### Port wiring

Scale bar: 20 µm.
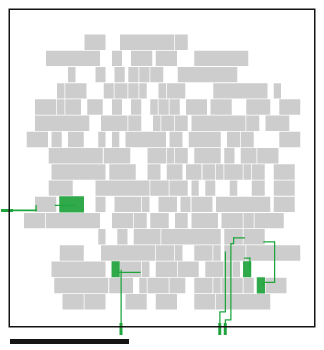
### Placement view

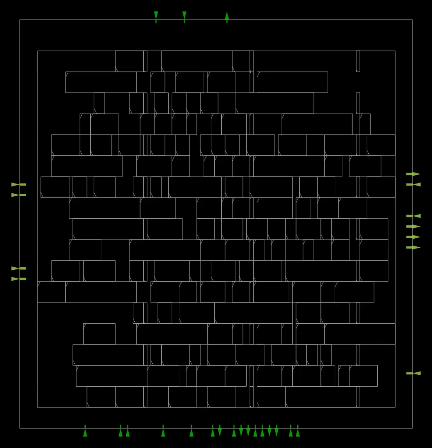
### Routed metal, one colour a layer

Two of the layers only.
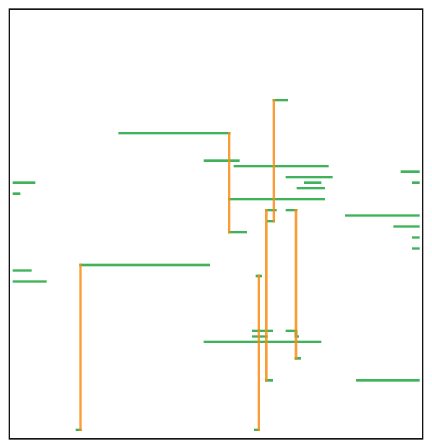
### M2 wires

Scale bar: 20 µm.
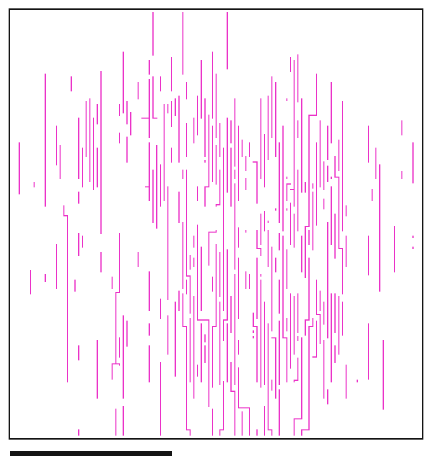
### Where the registers sit

Other sequential cells in the stronger grey, the rest of the logic in the fainter grey.
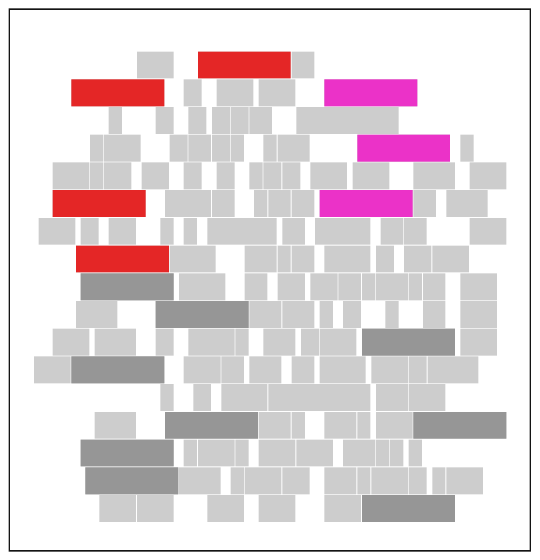
`src/rtl/uc_pkg.sv`:
```
// Shared types and sizing constants for the sweep controller.
package uc_pkg;

  localparam int UC_WIDTH = 4;
  localparam int UC_CYC_W = 4;

  typedef enum logic [2:0] {
    S_IDLE = 3'd0,
    S_LOAD = 3'd1,
    S_UP   = 3'd2,
    S_DOWN = 3'd3,
    S_DONE = 3'd4
  } uc_state_e;

endpackage

```
`src/rtl/uc_sweep_ctrl.sv`:
```
// Triangle-sweep controller driving an external up/down counter between lo and hi.
// Optional pause input is enabled by defining UC_SWEEP_PAUSE_EN.
module uc_sweep_ctrl
  import uc_pkg::*;
#(
  parameter int WIDTH = UC_WIDTH
) (
  input  logic                clk,
  input  logic                clr_n,
  input  logic                start,
  input  logic                abort,
  input  logic [WIDTH-1:0]    lo,
  input  logic [WIDTH-1:0]    hi,
  input  logic [UC_CYC_W-1:0] cycles,
  input  logic [WIDTH-1:0]    q,
`ifdef UC_SWEEP_PAUSE_EN
  input  logic                pause,
`endif
  output logic                load,
  output logic [WIDTH-1:0]    data,
  output logic                up_down,
  output logic                en,
  output logic                busy,
  output logic                done,
  output logic                err
);

  uc_state_e           state;
  logic [WIDTH-1:0]    lo_reg;
  logic [WIDTH-1:0]    hi_reg;
  logic [UC_CYC_W-1:0] cyc_reg;
  logic                bad_reg;
  logic                hold;

`ifdef UC_SWEEP_PAUSE_EN
  assign hold = pause;
`else
  assign hold = 1'b0;
`endif

  always_ff @(posedge clk or negedge clr_n) begin
    if (!clr_n) begin
      state   <= S_IDLE;
      lo_reg  <= '0;
      hi_reg  <= '0;
      cyc_reg <= '0;
      bad_reg <= 1'b0;
    end else if (abort && state != S_IDLE) begin
      state   <= S_IDLE;
      bad_reg <= 1'b0;
    end else begin
      case (state)
        S_IDLE: begin
          if (start) begin
            lo_reg  <= lo;
            hi_reg  <= hi;
            cyc_reg <= cycles;
            bad_reg <= 1'b0;
            state   <= S_LOAD;
          end
        end
        S_LOAD: begin
          if (hi_reg <= lo_reg) begin
            bad_reg <= 1'b1;
            state   <= S_DONE;
          end else if (cyc_reg == '0) begin
            state <= S_DONE;
          end else begin
            state <= S_UP;
          end
        end
        S_UP: begin
          if (!hold && q == hi_reg) state <= S_DOWN;
        end
        S_DOWN: begin
          // cyc_reg is non-zero here because LOAD filtered the zero case.
          if (!hold && q == lo_reg && cyc_reg != '0) begin
            cyc_reg <= cyc_reg - 1'b1;
            state   <= (cyc_reg == 1) ? S_DONE : S_UP;
          end
        end
        S_DONE: begin
          bad_reg <= 1'b0;
          state   <= S_IDLE;
        end
        default: state <= S_IDLE;
      endcase
    end
  end

  always_comb begin
    busy    = (state != S_IDLE);
    load    = (state == S_LOAD) && !abort;
    data    = (state == S_LOAD) ? lo_reg : '0;
    up_down = (state == S_UP);
    en      = 1'b0;
    if (!abort && !hold) begin
      if (state == S_UP)   en = (q != hi_reg);
      if (state == S_DOWN) en = (q != lo_reg);
    end
    done    = (state == S_DONE);
    err     = (state == S_DONE) && bad_reg;
  end

endmodule

```
`config.mk`:
```
export PLATFORM = sky130hd
export DESIGN_NAME = uc_sweep_ctrl
export DESIGN_NICKNAME = d
export VERILOG_FILES = /design/src/rtl/uc_pkg.sv /design/src/rtl/uc_sweep_ctrl.sv
export SDC_FILE = /design/constraint.sdc
export NUM_CORES = 1
export LEC_CHECK = 0
export CAP_MARGIN = 20
export CORE_AREA = 2 2 49 51
export CTS_BUF_LIST = sky130_fd_sc_hd__clkbuf_2 sky130_fd_sc_hd__clkbuf_4 sky130_fd_sc_hd__clkbuf_8
export DETAILED_ROUTE_END_ITERATION = 8
export DIE_AREA = 0 0 51 53
export HOLD_SLACK_MARGIN = 0.12
export PLACE_DENSITY = 0.85
export SETUP_SLACK_MARGIN = 0.2
export SYNTH_ARGS = -nofsm -noshare
export SYNTH_HDL_FRONTEND = slang
export SYNTH_SLANG_ARGS = --single-unit
```
`constraint.sdc`:
```
create_clock -name clk -period 3.27 [get_ports clk]
set_input_delay 0.654 -clock clk [delete_from_list [all_inputs] [get_ports clk]]
set_output_delay 0.654 -clock clk [all_outputs]
set_load 0.01 [all_outputs]
```
==> impl_metrics.yaml <==
# generated from flow reports
critical_path:
  critical-path-top-delay-family: "buffers and inverters"
  path_common_cell: "sky130_fd_sc_hd__clkdlybuf4s50_1"
  worst_path_largest_cell_delay_ns: 0.49
  timing.reg2reg.setup_slack_ns: 1.37
  timing.rr.end: "cyc_reg[0]$_DFFE_PN0P_"
  critPathBufInv: 2
  cp_cell_sequence: "clkdlybuf4s50_1 > xor2_1 > o41ai_4 > a21oi_1 > clkdlybuf4s50_1"
  r2r-start: "state[2]$_DFFE_PN0P_"
  crit_arrival_ns: 2.33
  timing.critical_path.from_type: "input port"
  crit_type: "in -> out"
  worstSetupEndpointType: "output pin"
  critical_path_peak_fanout: 2
  slowest_stage: "sky130_fd_sc_hd__clkdlybuf4s50_1"
  reg2reg_depth: 5
  required_ns: 2.62
clock_tree:
  clock_tree_root_buffer_cell: "sky130_fd_sc_hd__clkbuf_4"
  clk_latency_ns: 0.31
  post-cts-setup-buffer-count: 0
  cts_tree: "yes"
  cts.repair.resized: 0
  cts_hold_buffers: 0
  cts.clk_slew.worst_paths_ns: 0.11
  cts.htree.levels: 1
  cts_num_sinks: 16
  ctsLongestPathBuffers: 2
  cts-buffers-inserted: 3
route:
  routed_wire_length_per_instance_um: 15.26
  drtPass1Iterations: 4
  drcViolationCount: 0
  drt-initial-drc-count: 24
  routed-via-count: 1016
  viasPerCell: 5.773
  drt_antenna_net_count: 0
synthesis:
  synthDistinctLibCells: 38
  average_cell_area_after_synthesis_um2: 9.564
  synth_top_cell_by_area: "sky130_fd_sc_hd__dfrtp_1"
  common_cells: "sky130_fd_sc_hd__dfrtp_1, sky130_fd_sc_hd__nand2_1, sky130_fd_sc_hd__nor2_1"
  netlist.top_cell.by_instances: "sky130_fd_sc_hd__dfrtp_1"
  yosys_register_bits: 16
  synth.top_cells.by_area: "sky130_fd_sc_hd__dfrtp_1, sky130_fd_sc_hd__ha_1, sky130_fd_sc_hd__a21oi_1, sky130_fd_sc_hd__nand2_1, sky130_fd_sc_hd__nor2_1"
  synth_nets: 145
  synth_cells: 118
  ys_seq_share_pct: 35.48
  ys_async_sr_fraction_pct: 100.0
  synth_warnings: 0
  yosys_area_mm2: 0.001129
  synth-edff-count: 0
  ys_dominant_reg_cell: "sky130_fd_sc_hd__dfrtp_1"
  top_area_share_pct: 35.48
  synth.cell_area_mm2: 0.001129
final_timing:
  holdWs_ns: 0.5013
  tns_ns: 0
  timing.final.max_slew_violations: 0
  timing.max_slew.rel_slack_pct: 50.05
  rsz_0062_raised_after_global_routing: "false"
  final.min_clock_period_ns: 2.987
  setup_viol: 0
  worstMarginPinSlew_ns: 0.7470
  hold_viol: 0
  achievable-frequency_mhz: 334.8
  cycle_use_final_pct: 91.35
  finClkSkew_ns: 0.01306
finish:
  areaGrowthSynthToFinish_pct: 30.60
  layout.cells.most_common: "sky130_fd_sc_hd__clkdlybuf4s50_1"
  final_layout_size_suffix_gt1_share_pct: 8.108
  final_design_area_no_fill_mm2: 0.001474
  finalNetCount: 176
  insertedDiodeCount: 0
  most-common-layout-cells: "sky130_fd_sc_hd__clkdlybuf4s50_1, sky130_fd_sc_hd__dfrtp_1, sky130_fd_sc_hd__nor2_1, sky130_fd_sc_hd__nand2_1, sky130_fd_sc_hd__a21oi_1"
floorplan:
  die_w_um: 51
  floorplan.core_area_mm2: 0.002148
  pre_place_util_pct: 52.53
  rows: 17
  dieArea_mm2: 0.002703
  die_height_um: 53
worst_hold_path:
  min_path_cells: 1
  min-delay-start: "bad_reg$_DFFE_PN0P_"
  hold_path_end: "bad_reg$_DFFE_PN0P_"
  worstHoldPathType: "reg -> reg"
run_status:
  run_status: "completed"
grt:
  grt_max_degree: 17
  wire_length_of_the_first_global_routing_pass_mm: 4.422
  global_route.overflow_total: 0
  antenna_found_initial: 0
power:
  p_leak_nw: 0.6042
  ir_worst_vdd_v: 0.0003777
  p_per_area_mw_per_mm2: 796.5
  totalPowerFinal_mw: 1.174
run:
  cap_viol_max_count: 0
  warnings: 28
placed_design:
  post_dp_hpwl_mm: 2.037
  dpl_cell_area_mm2: 0.001438
Back to the opening pictures, 'Port wiring':
legend:
  lo:
    colour: green
    bits: 4
    direction: input
    edge: 3 bottom, 1 left
    end_cells: 4
    buffers: 4
    wire: 65.5 µm
number of port buffers: 29
IO Count: 30

Back to the opening pictures, 'Placement view':
fill count: 170
fraction of standard cell area that is sequential: 27.16%
Post-Route Utilization: 68.61%

Back to the opening pictures, 'Routed metal, one colour a layer':
legend:
  M4:
    colour: orange
    wire_length: 106 µm
  M3:
    colour: green
    wire_length: 129 µm

Back to the opening pictures, 'M2 wires':
wire length on this layer: 1360 µm
longest straight run: 20.6 µm
main direction: vertical
share of all routed wire: 51%
nets with wire on the layer: 156
final WL: 2.686 mm
routing usage on met2: 41.99%

Back to the opening pictures, 'Where the registers sit':
legend:
  cyc_reg:
    colour: red
    placed_flops: 4
  state:
    colour: magenta
    placed_flops: 3
not coloured: 9

metal layers:
layer / vias up / wire [µm] / GRT usage [%]
li1: 475 / - / -
met1: 485 / 1091 / 22.87
met2: 42 / 1359 / 41.99
met3: 14 / 128 / 5.650
met4: 0 / 106 / 12.61
met5: - / 0 / 0
metrics by stage:
stage / worst slack [ns] / std cells
final: 0.2828 / 176
after floorplan: 1.273 / 118
after detailed placement: 0.2803 / 172
after CTS: 0.2830 / 176
after global placement: 0.2957 / 172
after global routing: 0.2339 / 176
layout make-up:
| type | instances | area [µm²] |
|---|---|---|
| sequential | 16 | 400.4 |
| timing repair buffer | 29 | 290.3 |
| tap | 28 | 35.03 |
| fill | 170 | 674.4 |
| clock buffer | 4 | 36.28 |
| multi-input combinational | 92 | 685.7 |
| inverter | 7 | 26.28 |
how the worst max path moves through the flow:
stage | cells past startpoint | from | end
final | 5 | q[3] | en
after CTS | 5 | q[3] | en
after global routing | 5 | q[3] | en
after global placement | 5 | q[3] | en
after detailed placement | 5 | q[3] | en
after floorplan | 3 | q[3] | en
cell families after synthesis:
family	count (synthesis)	share of synthesized area [%]
AND-OR/OR-AND	28	20.62
XOR/XNOR	8	6.208
adder cells (fa/ha/maj)	7	7.760
buffers and inverters	10	3.769
flip-flops	16	35.48
multiplexers	7	6.652
AND/OR/NAND/NOR	42	19.51
report_power, final:
part           total [mW]  leakage, nW  internal, mW  switching, mW
Combinational       0.644        0.389         0.313          0.331
Sequential          0.391        0.194         0.287          0.104
Clock               0.139       0.0210        0.0680         0.0712
Total                1.17        0.604         0.668          0.506
Power is estimated from default activity; no workload was simulated.
